`config.mk`:
```
export PLATFORM = sky130hd
export DESIGN_NAME = lsu_mem_ctrl
export DESIGN_NICKNAME = d
export VERILOG_FILES = /design/src/rtl/lsu_pkg.sv /design/src/rtl/lsu_align.sv /design/src/rtl/lsu_mem_ctrl.sv
export SDC_FILE = /design/constraint.sdc
export NUM_CORES = 1
export LEC_CHECK = 0
export CAP_MARGIN = 20
export CORE_MARGIN = 1
export CORE_UTILIZATION = 45
export CTS_CLUSTER_DIAMETER = 40
export CTS_CLUSTER_SIZE = 28
export DETAILED_ROUTE_END_ITERATION = 6
export PLACE_DENSITY = 0.76
export RECOVER_POWER = 50
export SYNTH_ARGS = -nofsm -noshare
export SYNTH_HDL_FRONTEND = slang
export SYNTH_SLANG_ARGS = --single-unit
```
`constraint.sdc`:
```
create_clock -name clk -period 3.2 [get_ports clk]
set_input_delay 0.8 -clock clk [delete_from_list [all_inputs] [get_ports clk]]
set_output_delay 0.8 -clock clk [all_outputs]
set_load 0.02 [all_outputs]
```
`src/rtl/lsu_pkg.sv`:
```
// Shared constants for the load/store unit: funct3 codes, FSM encoding, and the request legality check.
package lsu_pkg;

   localparam logic [2:0] F3_B  = 3'd0;
   localparam logic [2:0] F3_H  = 3'd1;
   localparam logic [2:0] F3_W  = 3'd2;
   localparam logic [2:0] F3_BU = 3'd4;
   localparam logic [2:0] F3_HU = 3'd5;

   localparam int WORD_OFS = 2;

   typedef enum logic [2:0] {
      S_IDLE,
      S_RD,
      S_RDW,
      S_WR,
      S_RESP
   } state_t;

   // Misaligned half/word or an unused funct3 encoding; such requests never touch memory.
   function automatic logic req_err(input logic [2:0] f3, input logic [1:0] ofs);
      case (f3)
         F3_B, F3_BU: return 1'b0;
         F3_H, F3_HU: return ofs[0];
         F3_W:        return |ofs;
         default:     return 1'b1;
      endcase
   endfunction

endpackage

```
`src/rtl/lsu_align.sv`:
```
// Byte-lane steering shared by loads (extract + sign/zero extend) and sub-word stores (merge into old word).
// Purely combinational; the caller guarantees the offset is aligned for the access size.
module lsu_align
   import lsu_pkg::*;
(
   input  logic [2:0]  funct3,
   input  logic [1:0]  ofs,
   input  logic [31:0] mem_word,
   input  logic [31:0] st_data,
   output logic [31:0] ld_data,
   output logic [31:0] st_merged
);

   logic [7:0]  lane_b;
   logic [15:0] lane_h;

   always_comb begin
      lane_b = mem_word[{ofs, 3'b000} +: 8];
      lane_h = mem_word[{ofs[1], 4'b0000} +: 16];

      case (funct3)
         F3_B:    ld_data = {{24{lane_b[7]}}, lane_b};
         F3_BU:   ld_data = {24'd0, lane_b};
         F3_H:    ld_data = {{16{lane_h[15]}}, lane_h};
         F3_HU:   ld_data = {16'd0, lane_h};
         default: ld_data = mem_word;
      endcase

      // Only the addressed lane is replaced; untouched bytes keep what the RAM returned.
      st_merged = mem_word;
      case (funct3)
         F3_B, F3_BU: st_merged[{ofs, 3'b000} +: 8]     = st_data[7:0];
         F3_H, F3_HU: st_merged[{ofs[1], 4'b0000} +: 16] = st_data[15:0];
         default:     st_merged = st_data;
      endcase
   end

endmodule

```
`src/rtl/lsu_mem_ctrl.sv`:
```
// One-at-a-time RV32I load/store initiator on a word-only RAM port; sub-word stores use read-modify-write.
// Latency accept->resp: load 3, SW 2, SB/SH 4, error 1; req_ready only in IDLE, resp has no backpressure.
module lsu_mem_ctrl
   import lsu_pkg::*;
#(
   parameter int ADDR_WIDTH = 32,
   parameter int DATA_WIDTH = 32
) (
   input  logic                  clk,
   input  logic                  reset,
   input  logic                  req_valid,
   input  logic                  req_we,
   input  logic [2:0]            req_funct3,
   input  logic [ADDR_WIDTH-1:0] req_addr,
   input  logic [DATA_WIDTH-1:0] req_wdata,
   output logic                  req_ready,
   output logic                  resp_valid,
   output logic [DATA_WIDTH-1:0] resp_rdata,
   output logic                  resp_err,
   output logic [ADDR_WIDTH-1:0] mem_addr,
   output logic [DATA_WIDTH-1:0] mem_data,
   output logic                  mem_we,
   input  logic [DATA_WIDTH-1:0] mem_q
);

   state_t                state_q, state_d;
   logic [ADDR_WIDTH-1:0] addr_q, addr_d;
   logic [2:0]            f3_q, f3_d;
   logic [DATA_WIDTH-1:0] wdata_q, wdata_d;
   logic                  we_q, we_d;
   logic [ADDR_WIDTH-1:0] mem_addr_q, mem_addr_d;
   logic [DATA_WIDTH-1:0] mem_data_q, mem_data_d;
   logic                  mem_we_q, mem_we_d;
   logic                  resp_valid_q, resp_valid_d;
   logic [DATA_WIDTH-1:0] resp_rdata_q, resp_rdata_d;
   logic                  resp_err_q, resp_err_d;

   logic [DATA_WIDTH-1:0] ld_data;
   logic [DATA_WIDTH-1:0] st_merged;

   lsu_align u_align (
      .funct3    (f3_q),
      .ofs       (addr_q[1:0]),
      .mem_word  (mem_q),
      .st_data   (wdata_q),
      .ld_data   (ld_data),
      .st_merged (st_merged)
   );

   always_comb begin
      state_d      = state_q;
      addr_d       = addr_q;
      f3_d         = f3_q;
      wdata_d      = wdata_q;
      we_d         = we_q;
      mem_addr_d   = mem_addr_q;
      mem_data_d   = mem_data_q;
      mem_we_d     = 1'b0;
      resp_valid_d = 1'b0;
      resp_rdata_d = resp_rdata_q;
      resp_err_d   = resp_err_q;

      case (state_q)
         S_IDLE: begin
            if (req_valid) begin
               addr_d  = req_addr;
               f3_d    = req_funct3;
               wdata_d = req_wdata;
               we_d    = req_we;
               if (req_err(req_funct3, req_addr[1:0])) begin
                  state_d      = S_RESP;
                  resp_valid_d = 1'b1;
                  resp_rdata_d = '0;
                  resp_err_d   = 1'b1;
               end else begin
                  mem_addr_d = {req_addr[ADDR_WIDTH-1:WORD_OFS], {WORD_OFS{1'b0}}};
                  if (req_we && req_funct3 == F3_W) begin
                     mem_data_d = req_wdata;
                     mem_we_d   = 1'b1;
                     state_d    = S_WR;
                  end else begin
                     state_d = S_RD;
                  end
               end
            end
         end
         S_RD: state_d = S_RDW;
         S_RDW: begin
            if (we_q) begin
               mem_data_d = st_merged;
               mem_we_d   = 1'b1;
               state_d    = S_WR;
            end else begin
               resp_rdata_d = ld_data;
               resp_err_d   = 1'b0;
               resp_valid_d = 1'b1;
               state_d      = S_RESP;
            end
         end
         S_WR: begin
            resp_rdata_d = '0;
            resp_err_d   = 1'b0;
            resp_valid_d = 1'b1;
            state_d      = S_RESP;
         end
         S_RESP:  state_d = S_IDLE;
         default: state_d = S_IDLE;
      endcase
   end

   always_ff @(posedge clk) begin
      if (reset) begin
         state_q      <= S_IDLE;
         addr_q       <= '0;
         f3_q         <= '0;
         wdata_q      <= '0;
         we_q         <= 1'b0;
         mem_addr_q   <= '0;
         mem_data_q   <= '0;
         mem_we_q     <= 1'b0;
         resp_valid_q <= 1'b0;
         resp_rdata_q <= '0;
         resp_err_q   <= 1'b0;
      end else begin
         state_q      <= state_d;
         addr_q       <= addr_d;
         f3_q         <= f3_d;
         wdata_q      <= wdata_d;
         we_q         <= we_d;
         mem_addr_q   <= mem_addr_d;
         mem_data_q   <= mem_data_d;
         mem_we_q     <= mem_we_d;
         resp_valid_q <= resp_valid_d;
         resp_rdata_q <= resp_rdata_d;
         resp_err_q   <= resp_err_d;
      end
   end

   assign req_ready  = (state_q == S_IDLE);
   assign resp_valid = resp_valid_q;
   assign resp_rdata = resp_rdata_q;
   assign resp_err   = resp_err_q;
   assign mem_addr   = mem_addr_q;
   assign mem_data   = mem_data_q;
   assign mem_we     = mem_we_q;

endmodule

```
Figure 1. Power grid.
(4 px per um) Pins as bars on the die edge. Tap cells in gray.
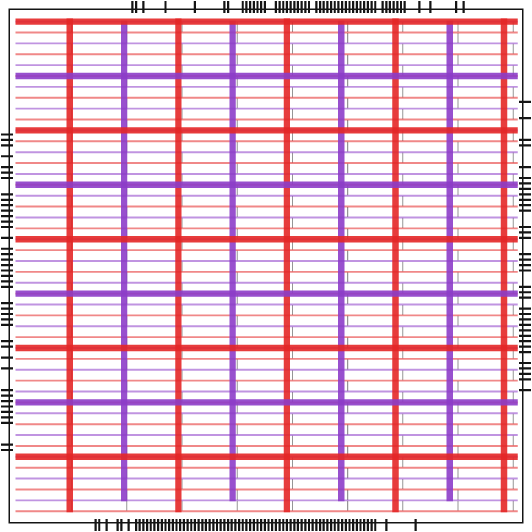
VSS -> red
VDD -> purple
rows = 45
met4 straps = 9
met5 straps = 9
tap cells = 211
signal pins = 203

Figure 2. Cells colored by class.
(4 px per um) Fill, decap, tap and diode cells in gray.
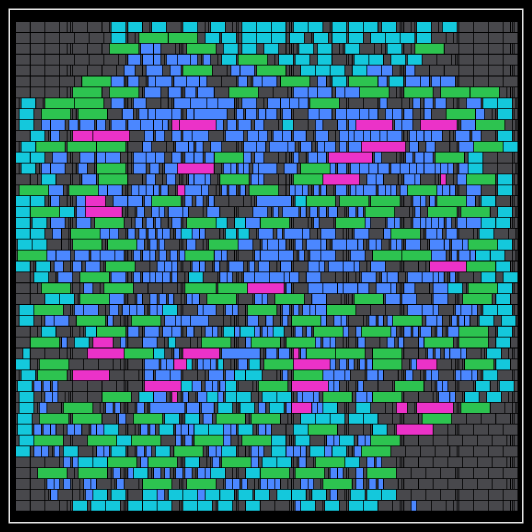
remaining buffers and delay cells -> cyan  # cells 221, share of their area 23%
registers -> green  # cells 138, share of their area 29%
remaining logic cells -> blue  # cells 656, share of their area 42%
clock drivers and dummy loads -> magenta  # cells 31, share of their area 6.2%

Figure 3. Clock network drawn from the DEF.
(3 px per um)
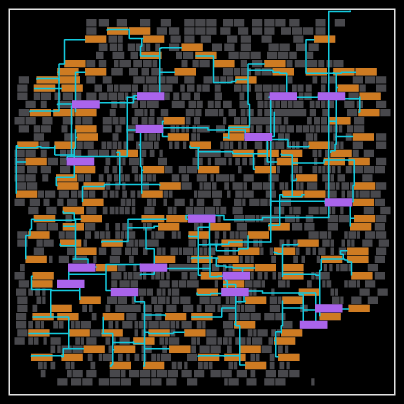
clock wires -> cyan  # length 1790 um
clock-net drivers -> purple  # count 17
flip-flops -> orange  # count 138
routed clock nets = 18

==> results.yml <==
# physical design summary
run_status:
  result_of_the_run: "finished with violations"
  violated_checks: "capacitance limit, slew limit"
clocking:
  number_of_setup_buffers_added_after_cts: 0
  postCtsResizedCells: 0
  cts_max_level: 4
  worst_skew_pair.late_latency_ns: 0.43
  quantity_of_hold_fixing_buffers_added_after_cts: 0
  clkSinkCount: 138
  clockRootBuffer: "sky130_fd_sc_hd__clkbuf_16"
  clkSlewWorstSetupHoldPaths_ns: 0.06
timing:
  unrepaired_setup_endpoints_after_global_routing: "false"
  final_report_hold_violation_count: 0
  timing.setup.tns_ns: 0
  report.final.setup_viol: 0
  setup_slack_ns: 0.391
  number_of_max_slew_violations_in_the_final_report: 39
  max_slew.worst_pin.slew_ns: 1.69
  max_freq_mhz: 356
  final_period_minus_worst_setup_slack_ns: 2.81
  fin_worst_hold_slack_ns: 0.448
  fin_worst_skew_ns: 0.00755
  post_layout_period_usage_pct: 87.8
floorplan:
  die_width_um: 128
  floorplan_utilization_pct: 46.5
  chip_height_um: 128
  n_tap_cell: 211
route:
  firstDrtPassIters: 6
  route.met2.wl_mm: 11.2
  met1Wirelength_mm: 9.80
  wl_met3_mm: 2.16
  num_vias: 7279
  ant_nets: 0
  wl_cell_um: 18.9
  route.detailed.vias_per_inst: 5.79
critical_path:
  timing.critical_path.depth: 6
  critPathCaptureType: "register"
  worst_r2r_path_depth: 7
  reg2reg_slack_ns: 0.69
  path_max_fanout: 27
  crit_path_start_kind: "input port"
  rr_endpoint: "mem_data[6]"
  timing.critical_path.from: "req_valid"
  critPathTopFamily: "buffers and inverters"
  timing.setup.critical_path_class: "in -> reg"
layout:
  non_clock_buffer_area_share_pct: 22.0
  dominant-cell-class: "combinational gates"
  fin_nets: 1142
  final-seq-area_sq_um: 2760
  clkbuf_count: 25
  non_clock_inverter_count: 8
  layout_top_cells: "141 x sky130_fd_sc_hd__nand2_1, 137 x sky130_fd_sc_hd__dfxtp_1, 122 x sky130_fd_sc_hd__clkdlybuf4s50_1, 105 x sky130_fd_sc_hd__a21oi_1, 77 x sky130_fd_sc_hd__dlygate4sd3_1"
  antenna_cells: 0
  layout_top_cell_excl_fill_tap: "sky130_fd_sc_hd__nand2_1"
  layout-drive-gt1-share_pct: 6.69
  count_of_multi_input_combinational_gates: 648
  area.combinational_sq_um: 3980
  sh_comb_area_pct: 40.7
  finish.instance_area_sq_um: 9780
  seqAreaFraction_pct: 28.3
  areaGrowthSynthToFinish_pct: 36.8
pwr:
  seqPwrFrac_pct: 40.1
  p_switching_w: 0.00127
  seq_power_w: 0.00186
  power.ir.vdd_worst_v: 0.000368
  power.density_cell_area_nw_per_um2: 474
  totalPowerFinal_w: 0.00463
  power_leakage_nw: 3.73
  power-top-group: "the clock network"
  clock_network_fraction_of_total_power_pct: 42.6
job:
  drv_cap: 1
logic_synthesis:
  ys_seq_share_pct: 38.7
  synthesized_instance_count: 878
  synth-simple-area-share_pct: 20.3
  synth_async_sr_flop_share_pct: 0
  yosysCellCount: 878
  topCombFamilyByArea: "AND-OR/OR-AND gates"
  yosys_warnings: 0
  yosysMostFrequentCell: "sky130_fd_sc_hd__nand2_1"
  synth_xor_xnor_area_share_pct: 0
  yosys.area_share.adder_pct: 0.875
  yosysUniqueCellTypes: 53
  synth_top_flop_cell: "sky130_fd_sc_hd__dfxtp_1"
global_route:
  first_global_vias: 6622
  global_route_wire_length_before_repair_mm: 36.3
hold_path:
  critical_hold_path_startpoint: "mem_data[19]"
placed_design:
  io_buffer_count: 200
  placement.cell_area_sq_um: 9200
  place_inst: 1225
  place_hpwl_mm: 16.4
Figure 4. Routed metal, one color a layer.
(4 px per um)
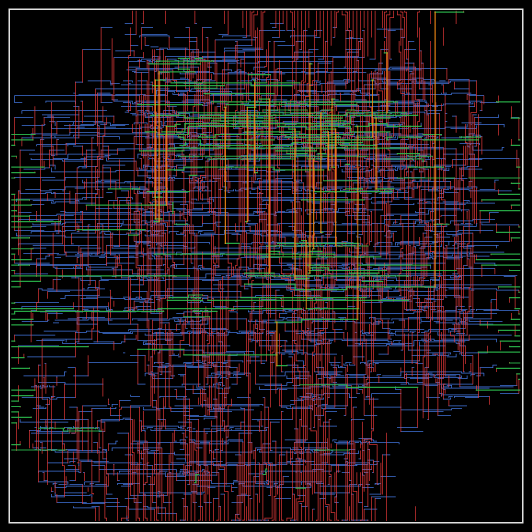
M2 -> red  # wire length 11200 um
M1 -> blue  # wire length 9800 um
M4 -> orange  # wire length 610 um
M3 -> green  # wire length 2160 um

Figure 5. Routing congestion map.
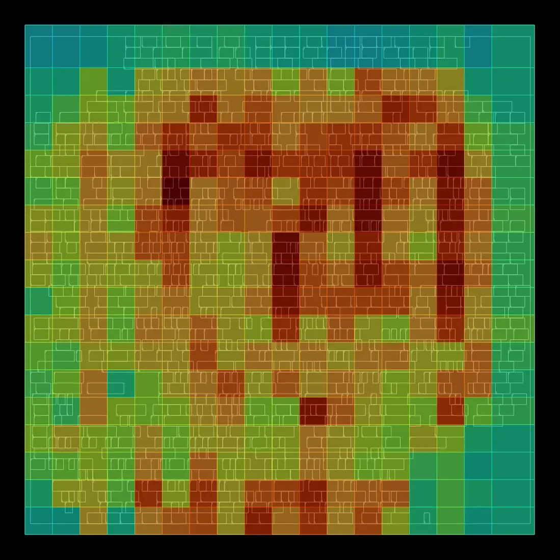
routing usage on met1: 37.5%
global routing usage summed across all routing layers: 29.0%
most utilized layer in the global route result: met2
M2 GR Usage: 45.7%
final standard cell utilization of the core: 63.6%

Power is estimated from default activity; no workload was simulated.
